clock_nets.png
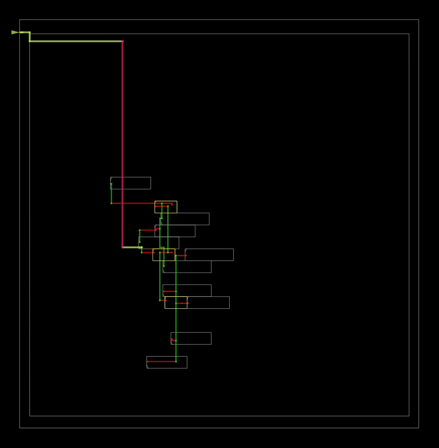
ff_map.png
Bar = 20 um. Other sequential cells in the stronger gray, the rest of the logic in the fainter gray.
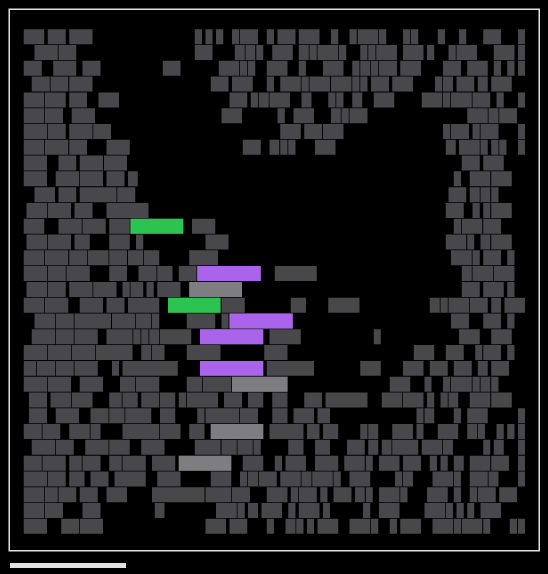
**src/rtl/instr_bus_router.sv**
```systemverilog
`timescale 1ns/1ps
`default_nettype none
// +-----------------------------------------------------------------------------+
// | instr_bus_router: routes Ibex instruction fetches to NUM_SLAVES memories,   |
// | keeps responses in order and answers unmapped fetches with an error.        |
// | Revision: 1.0                                                                |
// +-----------------------------------------------------------------------------+
module instr_bus_router #(
    parameter int unsigned NUM_SLAVES      = 2,
    parameter int unsigned MAX_OUTSTANDING = 2,
    // Default windows: boot ROM (slave 0) and code RAM (slave 1)
    parameter logic [31:0] SLAVE_BASE_ADDRESSES [NUM_SLAVES] = '{32'h0000_0000, 32'h0010_0000},
    parameter logic [31:0] SLAVE_END_ADDRESSES  [NUM_SLAVES] = '{32'h0000_0FFF, 32'h0010_FFFF}
) (
    input  logic                                   clk,
    input  logic                                   rst_n,
    input  logic                                   core_req,
    input  logic [31:0]                            core_addr,
    output logic                                   core_gnt,
    output logic                                   core_rvalid,
    output logic [31:0]                            core_rdata,
    output logic [6:0]                             core_rdata_intg,
    output logic                                   core_err,
    output logic [NUM_SLAVES-1:0]                  slave_req,
    output logic [NUM_SLAVES*32-1:0]               slave_addr,
    input  logic [NUM_SLAVES-1:0]                  slave_gnt,
    input  logic [NUM_SLAVES-1:0]                  slave_rvalid,
    input  logic [NUM_SLAVES*32-1:0]               slave_rdata,
    input  logic [NUM_SLAVES*7-1:0]                slave_rdata_intg,
    input  logic [NUM_SLAVES-1:0]                  slave_err,
    output logic [$clog2(MAX_OUTSTANDING+1)-1:0]   outstanding
);

    localparam int unsigned TGT_W = $clog2(NUM_SLAVES + 1);
    localparam int unsigned CNT_W = $clog2(MAX_OUTSTANDING + 1);
    localparam int unsigned PTR_W = (MAX_OUTSTANDING > 1) ? $clog2(MAX_OUTSTANDING) : 1;
    localparam logic [TGT_W-1:0] TGT_ERR = TGT_W'(NUM_SLAVES);
    localparam logic [CNT_W-1:0] CNT_MAX = CNT_W'(MAX_OUTSTANDING);

    logic [TGT_W-1:0]      fifo_q [MAX_OUTSTANDING];
    logic [PTR_W-1:0]      rd_ptr_q, rd_ptr_d;
    logic [PTR_W-1:0]      wr_ptr_q, wr_ptr_d;
    logic [CNT_W-1:0]      count_q, count_d;
    logic [TGT_W-1:0]      last_tgt_q, last_tgt_d;

    logic [TGT_W-1:0]      tgt;
    logic [TGT_W-1:0]      head_tgt;
    logic [NUM_SLAVES-1:0] head_oh;
    logic [CNT_W-1:0]      count_after_pop;
    logic                  pop;
    logic                  push;
    logic                  issuable;

    function automatic logic [PTR_W-1:0] ptr_inc(input logic [PTR_W-1:0] p);
        if (p == PTR_W'(MAX_OUTSTANDING - 1)) begin
            return '0;
        end
        return p + PTR_W'(1);
    endfunction

    // Descending scan so the lowest matching window wins
    always_comb begin
        tgt = TGT_ERR;
        for (int i = int'(NUM_SLAVES) - 1; i >= 0; i--) begin
            if ((core_addr >= SLAVE_BASE_ADDRESSES[i]) && (core_addr <= SLAVE_END_ADDRESSES[i])) begin
                tgt = TGT_W'(i);
            end
        end
    end

    assign head_tgt = fifo_q[rd_ptr_q];

    always_comb begin
        core_rvalid     = 1'b0;
        core_rdata      = '0;
        core_rdata_intg = '0;
        core_err        = 1'b0;
        pop             = 1'b0;
        head_oh         = '0;
        if (count_q != '0) begin
            if (head_tgt == TGT_ERR) begin
                core_rvalid = 1'b1;
                core_err    = 1'b1;
                pop         = 1'b1;
            end else begin
                for (int i = 0; i < int'(NUM_SLAVES); i++) begin
                    if (head_tgt == TGT_W'(i)) begin
                        head_oh[i]      = 1'b1;
                        core_rvalid     = slave_rvalid[i];
                        core_rdata      = slave_rdata[i*32 +: 32];
                        core_rdata_intg = slave_rdata_intg[i*7 +: 7];
                        core_err        = slave_err[i];
                        pop             = slave_rvalid[i];
                    end
                end
            end
        end
    end

    // Occupancy as seen after this cycle's pop, so a draining entry frees its slot immediately
    assign count_after_pop = count_q - CNT_W'(pop);
    assign issuable = (count_after_pop < CNT_MAX) &&
                      ((count_after_pop == '0) || (tgt == last_tgt_q));

    always_comb begin
        slave_req  = '0;
        slave_addr = '0;
        core_gnt   = 1'b0;
        if (core_req && issuable) begin
            if (tgt == TGT_ERR) begin
                core_gnt = 1'b1;
            end else begin
                for (int i = 0; i < int'(NUM_SLAVES); i++) begin
                    if (tgt == TGT_W'(i)) begin
                        slave_req[i]           = 1'b1;
                        slave_addr[i*32 +: 32] = core_addr;
                        core_gnt               = slave_gnt[i];
                    end
                end
            end
        end
    end

    assign push = core_req & core_gnt;

    always_comb begin
        rd_ptr_d   = pop  ? ptr_inc(rd_ptr_q) : rd_ptr_q;
        wr_ptr_d   = push ? ptr_inc(wr_ptr_q) : wr_ptr_q;
        last_tgt_d = push ? tgt : last_tgt_q;
        count_d    = count_q + CNT_W'(push) - CNT_W'(pop);
    end

    always_ff @(posedge clk or negedge rst_n) begin
        if (!rst_n) begin
            rd_ptr_q   <= '0;
            wr_ptr_q   <= '0;
            count_q    <= '0;
            last_tgt_q <= '0;
        end else begin
            rd_ptr_q   <= rd_ptr_d;
            wr_ptr_q   <= wr_ptr_d;
            count_q    <= count_d;
            last_tgt_q <= last_tgt_d;
        end
    end

    always_ff @(posedge clk) begin
        if (push) begin
            fifo_q[wr_ptr_q] <= tgt;
        end
    end

    assign outstanding = count_q;

    // A response from any slave other than the queue head is a protocol violation
    assert property (@(posedge clk) disable iff (!rst_n)
        (count_q == '0) || ((slave_rvalid & ~head_oh) == '0));

endmodule
`default_nettype wire
```
**config.mk**
```make
export PLATFORM = sky130hd
export DESIGN_NAME = instr_bus_router
export DESIGN_NICKNAME = d
export VERILOG_FILES = /design/src/rtl/instr_bus_router.sv
export SDC_FILE = /design/constraint.sdc
export NUM_CORES = 1
export LEC_CHECK = 0
export CAP_MARGIN = 20
export CORE_AREA = 2 2 89 91
export CTS_CLUSTER_DIAMETER = 80
export DETAILED_ROUTE_END_ITERATION = 12
export DIE_AREA = 0 0 91 93
export HOLD_SLACK_MARGIN = 0.06
export PLACE_DENSITY = 0.76
export RECOVER_POWER = 50
export SLEW_MARGIN = 25
export SYNTH_ARGS = -nofsm -noshare
export SYNTH_HDL_FRONTEND = slang
export SYNTH_SLANG_ARGS = --single-unit
```
**constraint.sdc**
```tcl
create_clock -name clk -period 2.8 [get_ports clk]
set_clock_uncertainty 0.1 [all_clocks]
set_input_delay 0.56 -clock clk [delete_from_list [all_inputs] [get_ports clk]]
set_output_delay 0.56 -clock clk [all_outputs]
set_load 0.005 [all_outputs]
```
==> flow_metrics.py <==
# Physical implementation metrics
metrics = {
    "setup_path": {
        "path_class": "flop to output port",
        "path_cells": "mux2_4 -> nor2_4 -> nand2_2 -> a21oi_4 -> ha_4 -> xnor2_2 -> and2_4 -> o2111a_2 -> buf_6 -> and2_4 -> buf_6",
        "crit_path_end_kind": "output port",
        "critPathArrivalTime_ps": 2490,
    },
    "grt": {
        "grt_pass1_wl_um": 12700,
        "grt.total_usage_pct": 18.5,
    },
    "placement": {
        "port_buffers": 193,
        "dpl_worst_slack_ps": -669,
    },
    "timing": {
        "final.setup.worst_slack_ps": -349,
        "setup_viol": 34,
        "rsz0062_at_grt": "yes",
        "worst_pin_slew_ps": 571,
        "slew_headroom_pct": 61.9,
        "hold_slack_ps": 460,
    },
    "logic_synthesis": {
        "async_flop_share_pct": 60.0,
        "top_area_cell": "nand2_1",
        "edf_count": 4,
        "ys_seq_share_pct": 16.2,
    },
    "route": {
        "initialDrtViolationCount": 51,
        "drc": 0,
    },
    "pwr": {
        "clockPowerShare_pct": 7.8,
        "peakVddDrop_mv": 0.288,
        "power_frac_seq_pct": 13.2,
        "p_switching_w": 0.000751,
    },
    "floorplan": {
        "core_region_area_sq_um": 7530,
        "row_count": 32,
    },
    "min_path": {
        "hold_end": "wr_ptr_q$_DFFE_PN0P_",
    },
    "status": {
        "violations": "setup timing",
        "status": "finished, violations left",
    },
    "clocking": {
        "cts.clk_slew.worst_paths_ps": 40,
    },
    "finish": {
        "drive_gt1_share_pct": 28.5,
    },
}
About clock_nets.png:
total CTS buffers: 3
clk latency late pin: 230 ps
clock sinks: 10

About ff_map.png:
| color | name in the netlist | sequential cells |
|---|---|---|
| purple | fifo_q | 4 |
| green | last_tgt_q | 2 |
not colored: 4

[state kept, by name, summed over array words and instances, names as in the netlist]
| register | count |
|---|---|
| fifo_q | 4 |
| last_tgt_q | 2 |
| outstanding | 2 |
| rd_ptr_q | 1 |
| wr_ptr_q | 1 |
[through the flow]
step	util, %	area (sq um)	setup TNS, ps
floorplan	-	1850	0
global placement	50.2	3780	-19780
detailed placement	50.2	3780	-21600
CTS	53.7	4040	-9690
global route	56.3	4230	-13200
finish	56.3	4230	-10350
[kinds of logic (layout without fill, tap and decap cells)]
logic type,after synthesis,in the layout
other,1,35
XOR/XNOR,5,5
multiplexers,5,5
flip-flops,10,10
buffers and inverters,55,244
AND/OR/NAND/NOR,131,131
AND-OR/OR-AND,52,55
adder cells (fa/ha/maj),3,3
[layout make-up]
cell class	instances	area [sq um]	area share, %
clock buffers	3	41.3	0.975
inverters	5	18.8	0.443
well taps	102	128	3.01
multi-input cells	234	1440	34.0
flip-flops and latches	10	272	6.41
repair buffers	236	2340	55.2
[power groups by stage]
stage	logic, W	clock network (W)	registers, W
after floorplan	0.000625	0	0.000241
after global placement	0.00114	0	0.000238
after detailed placement	0.00117	0	0.000239
after CTS	0.00142	0.000145	0.000243
after global routing	0.00159	0.000154	0.000246
final	0.00145	0.000143	0.000242
[cells in the final DEF (no fill, tap or decap), drive strengths merged, types with 5 or more instances in the layout]
cell type      instances
clkdlybuf4s50        107
nand2                 83
buf                   74
dlygate4sd2           51
a21oi                 42
conb                  35
and2                  30
nor2                   7
dfrtp                  6
inv                    5
o211a                  5
[routing by layer]
| metal | part of all wire [%] | track usage [%] | wire [um] | vias up |
|---|---|---|---|---|
| met5 | 0 | 0 | 0 | - |
| met4 | 2.4 | 7.45 | 205 | 0 |
| met3 | 9.0 | 4.75 | 773 | 14 |
| met2 | 56 | 37.9 | 4830 | 152 |
| met1 | 33 | 17.1 | 2800 | 1182 |
| li1 | - | - | - | 1246 |
[worst max path at each step]
stage / end / startpoint / slack (ps) / cells after the start
3_3_place_gp: slave_addr[46] / slave_rvalid[0] / -610 / 9
2_1_floorplan: slave_addr[39] / rd_ptr_q$_DFFE_PN0P_ / 30 / 10
6_report: slave_addr[8] / rd_ptr_q$_DFFE_PN0P_ / -350 / 11
3_5_place_dp: slave_addr[37] / slave_rvalid[0] / -670 / 9
4_1_cts: slave_addr[0] / rd_ptr_q$_DFFE_PN0P_ / -320 / 11
5_1_grt: slave_addr[8] / rd_ptr_q$_DFFE_PN0P_ / -420 / 11
[repair_timing]
item	CTS	global route
setup buffers	17	4
cloned	4	0
hold buffers	0	0
gates resized	238	43
pin swaps	27	12
setup endpoints to repair	73	42
[worst max-delay path: cells and delay by family, from the launching register on]
family,cells,cell delay [ps]
XOR/XNOR,1,110
multiplexers,1,350
AND-OR/OR-AND,2,430
AND/OR/NAND/NOR,4,540
adder cells (fa/ha/maj),1,160
buffers and inverters,2,230
flip-flops,1,440
Power figures rest on the tool's default switching activity, not on a simulated workload.
